==> config.mk <==
export PLATFORM = sky130hd
export DESIGN_NAME = router_pkt_tx
export DESIGN_NICKNAME = d
export VERILOG_FILES = /design/src/rtl/router_pkt_tx.sv
export SDC_FILE = /design/constraint.sdc
export NUM_CORES = 1
export LEC_CHECK = 0
export CORE_MARGIN = 2
export CORE_UTILIZATION = 55
export CTS_BUF_LIST = sky130_fd_sc_hd__clkbuf_2
export DETAILED_ROUTE_END_ITERATION = 6
export GPL_TIMING_DRIVEN = 1
export PLACE_DENSITY = 0.7
export SYNTH_ARGS = -nofsm -noshare
export SYNTH_HDL_FRONTEND = slang
export SYNTH_SLANG_ARGS = --single-unit
export TNS_END_PERCENT = 1
==> constraint.sdc <==
create_clock -name clock -period 4.3 [get_ports clock]
set_input_delay 0.86 -clock clock [delete_from_list [all_inputs] [get_ports clock]]
set_output_delay 0.86 -clock clock [all_outputs]
set_load 0.02 [all_outputs]
==> src/rtl/router_pkt_tx.sv <==
// Router packet transmitter: buffers one payload, then sends header,
// payload and XOR parity to the router under its busy back-pressure.
module router_pkt_tx #(
    parameter int unsigned IDLE_GAP = 2
) (
    input  logic        clock,
    input  logic        reset,
    input  logic        start,
    input  logic [1:0]  dest_addr,
    input  logic [5:0]  pkt_len,
    output logic        ready,
    input  logic [7:0]  pl_data,
    input  logic        pl_valid,
    output logic        pl_ready,
    input  logic        busy,
    output logic [7:0]  tx_data,
    output logic        pkt_valid,
    output logic        done,
    output logic        req_err,
    output logic [15:0] pkt_cnt
);

    typedef enum logic [2:0] {
        S_IDLE,
        S_LOAD,
        S_HEADER,
        S_PAYLOAD,
        S_PARITY,
        S_GAP
    } state_t;

    localparam logic [3:0] GAP_LAST = 4'(IDLE_GAP - 1);

    state_t      state_q, state_d;
    logic [1:0]  addr_q, addr_d;
    logic [5:0]  len_q, len_d;
    logic [5:0]  wr_ptr_q, wr_ptr_d;
    logic [5:0]  rd_ptr_q, rd_ptr_d;
    logic [7:0]  parity_q, parity_d;
    logic [3:0]  gap_q, gap_d;
    logic [15:0] cnt_q, cnt_d;
    logic        done_q, done_d;
    logic        req_err_q, req_err_d;
    logic        buf_we;

    logic [7:0]  buf_mem [64];
    logic [7:0]  header;
    logic [7:0]  rd_byte;

    assign header  = {len_q, addr_q};
    assign rd_byte = buf_mem[rd_ptr_q];

    always_comb begin
        state_d   = state_q;
        addr_d    = addr_q;
        len_d     = len_q;
        wr_ptr_d  = wr_ptr_q;
        rd_ptr_d  = rd_ptr_q;
        parity_d  = parity_q;
        gap_d     = gap_q;
        cnt_d     = cnt_q;
        done_d    = 1'b0;
        req_err_d = 1'b0;
        buf_we    = 1'b0;
        unique case (state_q)
            S_IDLE: begin
                if (start) begin
                    if (dest_addr != 2'd3 && pkt_len != 6'd0) begin
                        addr_d   = dest_addr;
                        len_d    = pkt_len;
                        wr_ptr_d = 6'd0;
                        state_d  = S_LOAD;
                    end else begin
                        req_err_d = 1'b1;
                    end
                end
            end
            S_LOAD: begin
                if (pl_valid) begin
                    buf_we   = 1'b1;
                    wr_ptr_d = wr_ptr_q + 6'd1;
                    if (wr_ptr_q == len_q - 6'd1) begin
                        state_d = S_HEADER;
                    end
                end
            end
            S_HEADER: begin
                if (!busy) begin
                    parity_d = header;
                    rd_ptr_d = 6'd0;
                    state_d  = S_PAYLOAD;
                end
            end
            S_PAYLOAD: begin
                if (!busy) begin
                    parity_d = parity_q ^ rd_byte;
                    rd_ptr_d = rd_ptr_q + 6'd1;
                    if (rd_ptr_q == len_q - 6'd1) begin
                        state_d = S_PARITY;
                    end
                end
            end
            S_PARITY: begin
                if (!busy) begin
                    done_d  = 1'b1;
                    cnt_d   = cnt_q + 16'd1;
                    gap_d   = 4'd0;
                    state_d = (IDLE_GAP == 0) ? S_IDLE : S_GAP;
                end
            end
            S_GAP: begin
                gap_d = gap_q + 4'd1;
                if (gap_q == GAP_LAST) begin
                    state_d = S_IDLE;
                end
            end
            default: state_d = S_IDLE;
        endcase
    end

    always_ff @(posedge clock or posedge reset) begin
        if (reset) begin
            state_q   <= S_IDLE;
            addr_q    <= 2'd0;
            len_q     <= 6'd0;
            wr_ptr_q  <= 6'd0;
            rd_ptr_q  <= 6'd0;
            parity_q  <= 8'h00;
            gap_q     <= 4'd0;
            cnt_q     <= 16'd0;
            done_q    <= 1'b0;
            req_err_q <= 1'b0;
        end else begin
            state_q   <= state_d;
            addr_q    <= addr_d;
            len_q     <= len_d;
            wr_ptr_q  <= wr_ptr_d;
            rd_ptr_q  <= rd_ptr_d;
            parity_q  <= parity_d;
            gap_q     <= gap_d;
            cnt_q     <= cnt_d;
            done_q    <= done_d;
            req_err_q <= req_err_d;
        end
    end

    // Payload storage is not reset; stale bytes are never read back.
    always_ff @(posedge clock) begin
        if (buf_we) begin
            buf_mem[wr_ptr_q] <= pl_data;
        end
    end

    always_comb begin
        tx_data   = 8'h00;
        pkt_valid = 1'b0;
        unique case (state_q)
            S_HEADER: begin
                tx_data   = header;
                pkt_valid = 1'b1;
            end
            S_PAYLOAD: begin
                tx_data   = rd_byte;
                pkt_valid = 1'b1;
            end
            S_PARITY: tx_data = parity_q;
            default: ;
        endcase
    end

    assign ready    = (state_q == S_IDLE);
    assign pl_ready = (state_q == S_LOAD);
    assign done     = done_q;
    assign req_err  = req_err_q;
    assign pkt_cnt  = cnt_q;

endmodule

clk_routes.png
(3 px per um)
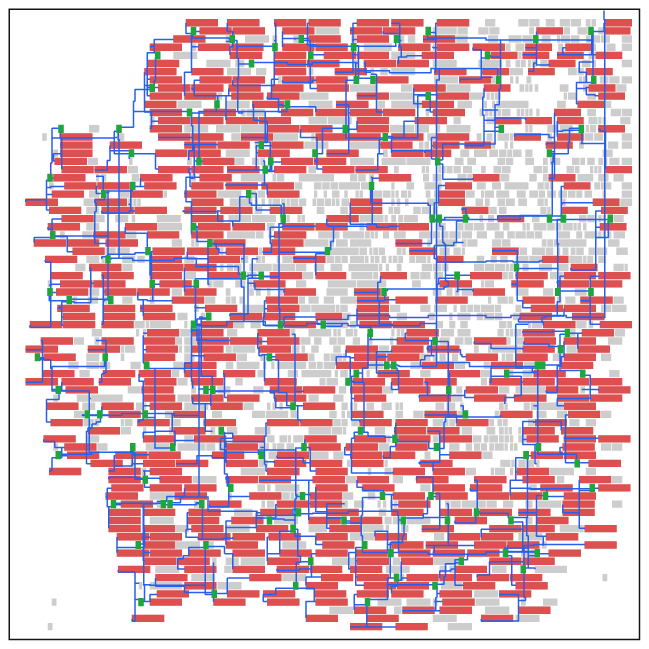
[clock drivers] green | count: 141
[flip-flops] red | count: 565
[clock wires] blue | length: 6980 um
routed clock nets: 142
Clk network pwr share: 23.1%
clk pwr: 3.73 mW
worst-skew pair later-pin latency: 1.24 ns

cell_density.png
(1.5 px per um) 21 x 21 tiles, from white (low) to dark blue (high), 0 to 100% covered.
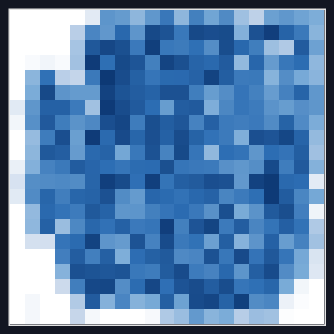
fullest tile: 97%
nearly empty tiles: 10%
tiles over 75% full: 37%
mean over tiles: 60%

power_grid.png
(2 px per um) Pins as bars on the die edge.
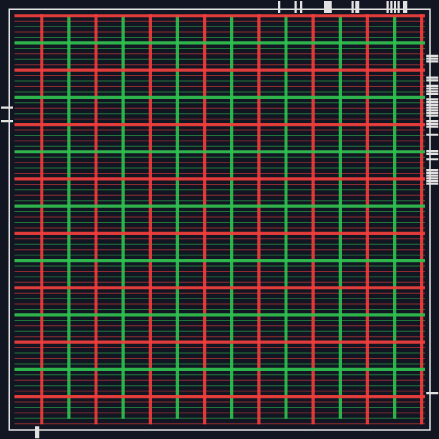
| net | color |
|---|---|
| VDD | green |
| VSS | red |
met4 straps: 15
met1 rails: 76
signal pins: 50
rows: 75
DIE WIDTH: 209.6 um
Die Height: 209.6 um
Worst VDD drop: 0.3403 mV
placeable core area: 0.04185 mm2

congestion.png
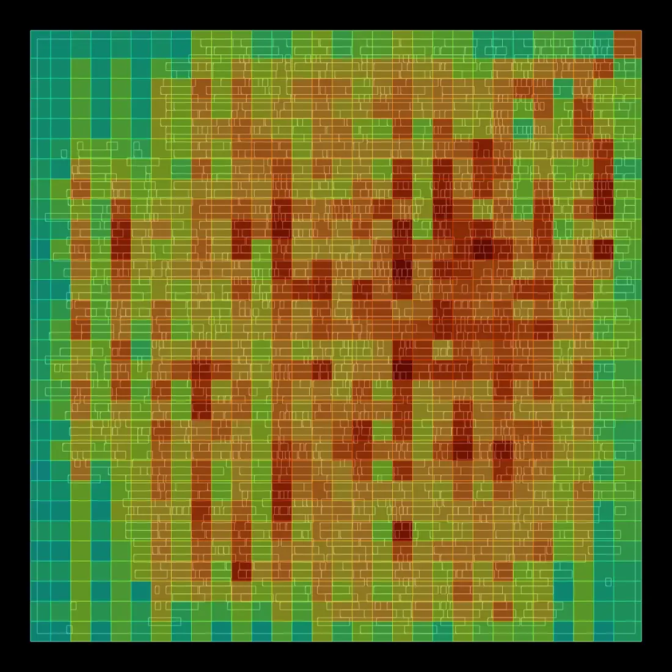
global routing's busiest layer: met2
wire per inst: 25.21 um
routing usage on met2: 41.21%

layer_met4.png
(2 px per um)
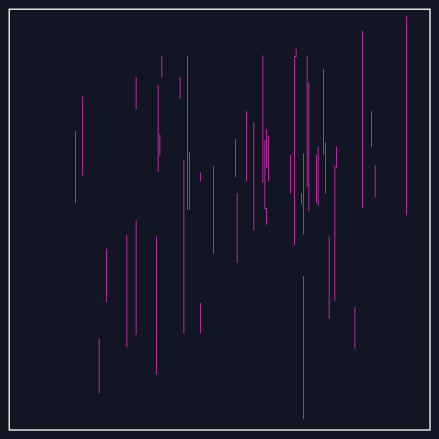
main direction: vertical
nets with wire on the layer: 40
share of all routed wire: 3.2%
longest straight run: 99.3 um
wire length on this layer: 1790 um

==> metrics.csv <==
metric;value;unit
Root Buffer;clkbuf_2;
largest net degree at the start of global routing;65;
seq pwr;6.43;mW
post-synth top area cell;edfxtp_1;
Tightest Pin Transition;1.297;ns
first-pass GRT wire length;84.73;mm
final core utilization;64.46;%
Syn Inst Count;1368;
final hold slack;0.1553;ns
dpl cell area;0.02455;mm2
FP Rows;75;
Yosys Instances;1368;
Setup crit start kind;flop;
final worst slack;-0.2012;ns
most instantiated logic cells after routing;edfxtp_1 (512), clkbuf_2 (205), mux2i_1 (127), nor2_1 (97), buf_4 (85);
status;finished with violations;
Pwr Total;16.14;mW
Worst-path clk slew;0.11;ns
Relative slew margins;13.52;%
Inverters;8;
final worst-path cycle share;104.7;%
worst path cell trace;buf_12 -> buf_12 -> mux4_2 -> a22o_1 -> a31oi_2 -> buf_4 -> a22o_1 -> o22ai_2 -> buf_6;
HP Class;in -> async;
top cells by area;edfxtp_1 (66%), mux2i_1 (6.2%), dfrtp_1 (5.7%), mux4_2 (5.5%), nor2_1 (1.6%);
crit-path max FO;23;
Setup-failing EPs final;8;
final wirelength;56.31;mm
Comb gates;716;
DR WL met3;4.942;mm
Final min period;4.501;ns
initial DRC count;1303;
fmax;222.2;MHz
tapcells inserted;539;
final hold violation count;0;
RR Startpoint;state_q[1];
failing checks;negative setup slack;
io pins;50;
Biggest register;buf_mem;
Power is estimated from default activity; no workload was simulated.
